Gate families picked out:
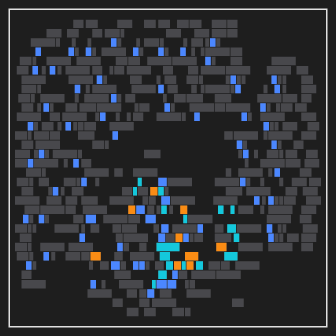
Port wiring:
The bar under the picture is 20 µm long.
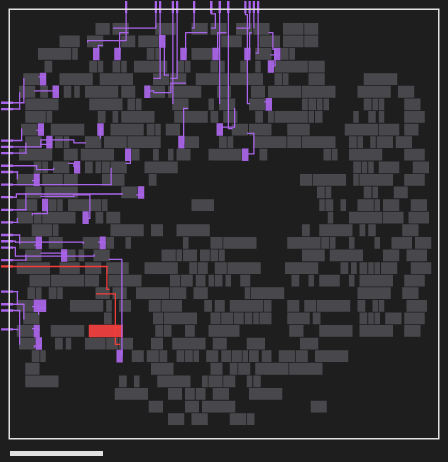
Sequential cells colored by netlist name:
The bar under the picture is 20 µm long.
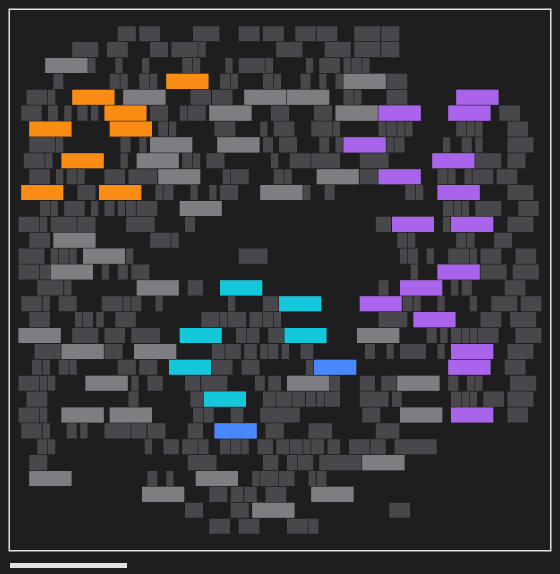
Routing congestion map:
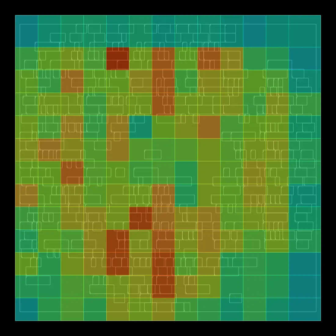
Zoomed window:
The bar under the picture is 10 µm long. Window x 11 to 36, y 11 to 36 µm. Cells in gray, sequential cells in the stronger gray; small squares are vias.
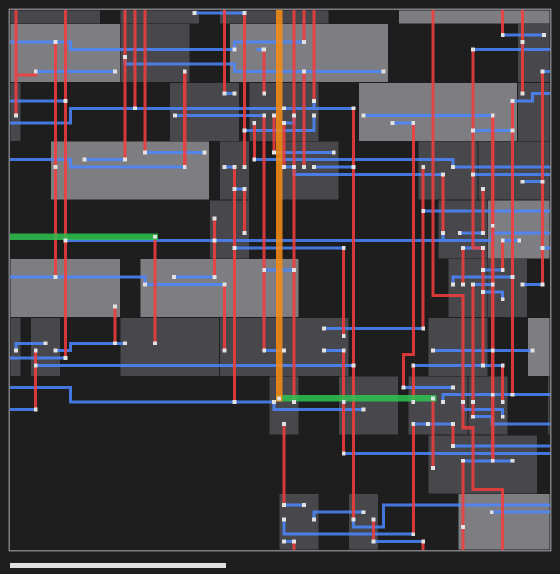
==> config.mk <==
export PLATFORM = sky130hd
export DESIGN_NAME = ip_hdr_sched
export DESIGN_NICKNAME = d
export VERILOG_FILES = /design/src/rtl/ip_hdr_sched.sv
export SDC_FILE = /design/constraint.sdc
export NUM_CORES = 1
export LEC_CHECK = 0
export CAP_MARGIN = 40
export CORE_UTILIZATION = 30
export CTS_BUF_LIST = sky130_fd_sc_hd__clkbuf_8
export DETAILED_ROUTE_END_ITERATION = 8
export MAX_ROUTING_LAYER = met4
export PLACE_DENSITY = 0.63
export SETUP_SLACK_MARGIN = 0.4
export SYNTH_ARGS = -nofsm -noshare
export SYNTH_HDL_FRONTEND = slang
export SYNTH_SLANG_ARGS = --single-unit
==> constraint.sdc <==
create_clock -name i_clk -period 2.25 [get_ports i_clk]
set_clock_uncertainty 0.05 [all_clocks]
set_input_delay 0.5625 -clock i_clk [delete_from_list [all_inputs] [get_ports i_clk]]
set_output_delay 0.5625 -clock i_clk [all_outputs]
set_load 0.01 [all_outputs]
==> impl_table.tex <==
% Table of physical implementation metrics
\begin{tabular}{lr}
\hline
Metric & Value \\
\hline
\multicolumn{2}{l}{\textbf{Yosys}} \\
Most repeated cell in the gate-level netlist after synthesis & nand2\_1 \\
Fraction of registers with async set or reset after synthesis & 0 \\
Number of nets at floorplan & 352 \\
Simple logic cell fraction of the synthesized area & 0.252 \\
Top logic cell family in the synthesized netlist & simple AND/OR/NAND/NOR gates \\
Xor-xnor portion of the synthesized cell area & 0.00714 \\
Cell Type Count & 44 \\
Registers, synthesis & 66 \\
Average footprint of a synthesized cell & 8.27 µm² \\
Post-synthesis sequential area ratio & 0.538 \\
Post-synthesis share of cell area spent on and-or and or-and gates & 0.155 \\
\multicolumn{2}{l}{\textbf{Final layout}} \\
Sequential portion of the cell area & 0.340 \\
Inverter tally of the final layout excluding the clock network & 3 \\
Synthesis-to-finish area growth & 58.4\% \\
MI comb area & 1040 µm² \\
\multicolumn{2}{l}{\textbf{CTS}} \\
Cts hold-fix bufs & 0 \\
Number of CTS-inserted buffers & 9 \\
Clock H-tree levels & 3 \\
TritonCTS Sinks & 66 \\
\multicolumn{2}{l}{\textbf{Setup path}} \\
Setup slack, reg-to-reg & 0.64 ns \\
Critical path class & in2reg \\
CP cell instances & clkdlybuf4s50\_1, or3b\_4, or2\_4, nand2\_1, a21oi\_1 \\
Category of the worst setup path capture point & flop \\
Arrival @ worst endpoint & 1.96 ns \\
\multicolumn{2}{l}{\textbf{Placed design}} \\
Cell area reported after detailed placement & 3650 µm² \\
HPWL after detailed placement & 4360 µm \\
\multicolumn{2}{l}{\textbf{Job}} \\
Reported max-cap violation count & 0 \\
\multicolumn{2}{l}{\textbf{Route}} \\
Detailed-route via count & 2,368 \\
Number of detailed-routing iterations run before antenna repair & 4 \\
DRC errors left & 0 \\
First DRT Iteration DRCs & 82 \\
\multicolumn{2}{l}{\textbf{Run status}} \\
Result of the run & completed \\
\multicolumn{2}{l}{\textbf{Die}} \\
Standard-cell rows & 32 \\
Number of tapcells & 102 \\
Die width & 92.5 µm \\
\multicolumn{2}{l}{\textbf{Timing}} \\
Hold Slack & 0.400 ns \\
RSZ-0062 raised after global routing & false \\
\multicolumn{2}{l}{\textbf{Pwr}} \\
Clock network power consumption & 0.856 mW \\
\hline
\end{tabular}
Back to the opening pictures, 'gate families picked out':
legend:
  cyan:
    family: nor cells
    cells: 17
    where: bottom middle
  orange:
    family: and/or cells
    cells: 9
    where: bottom middle
  blue:
    family: aoi and oai cells
    cells: 66
    where: widely spread
multi-input gate share of the layout cell area: 0.267
Non-Filler Instances: 515
leading cell type in the layout, fill and taps excluded: nand2_1

Back to the opening pictures, 'port wiring':
legend:
  red:
    port: `o_ip_set_dest`
    bits: 1
    direction: output
    edge: left
    end_cells: 1
    buffers: 1
    wire: 43.2 µm
  purple:
    port: `i_cfg_ip`
    bits: 32
    direction: input
    edge: 19 left, 13 top
    end_cells: 32
    buffers: 32
    wire: 521 µm
count of input and output buffers: 109
number of top-level design ports: 110

Back to the opening pictures, 'sequential cells colored by netlist name':
legend:
  orange:
    name_in_the_netlist: `o_ip1`
    flops: 8
    where: top left
  purple:
    name_in_the_netlist: `o_ip_len`
    flops: 16
  blue:
    name_in_the_netlist: `state`
    flops: 2
  cyan:
    name_in_the_netlist: `cnt`
    flops: 6
    where: middle
not colored: 34
post-route core utilization: 0.498
Sequential cell area: 1320 µm²

Back to the opening pictures, 'routing congestion map':
Total GRT Usage: 0.158
met2 track demand over resource in global routing: 0.240
met3 track demand over resource: 0.0443
mean routed wirelength per cell: 12.4 µm
met1 Usage GRT: 0.194

Back to the opening pictures, 'zoomed window':
legend:
  red:
    layer: M2
  blue:
    layer: M1
  orange:
    layer: M4
  green:
    layer: M3
cells with their middle in the window: 31
sequential cells in the window: 7
most frequent: dfxtp_1 (7), nand2_1 (4)

[metal layers]
metal  vias to the layer above  GRT usage  part of all wire
met5                         -          -                 0
met3                        10     0.0443             0.070
met4                         0     0.0781             0.021
li1                       1214          -                 -
met2                        80      0.240              0.44
met1                      1064      0.194              0.47
[worst register-to-register path, cell delays in order (launching register included)]
cell	delay [ns]
dfxtp_1	0.41
ha_1	0.29
nand2_1	0.16
o21ai_2	0.26
nor3b_1	0.23
o22ai_1	0.09
[what timing repair did]
action / in CTS / in global routing
setup endpoints to repair: 40 / 45
setup buffers: 0 / 1
pin swaps: 0 / 1
gates resized: 26 / 30
[cells by family after synthesis]
group,after synthesis
and+or+nand+nor,138
adders and majority gates,1
DFF,66
buffers and inverters,21
xor gates and xnor gates,2
AOI/OAI and AO/OA,69
Power and IR drop assume default switching activity.
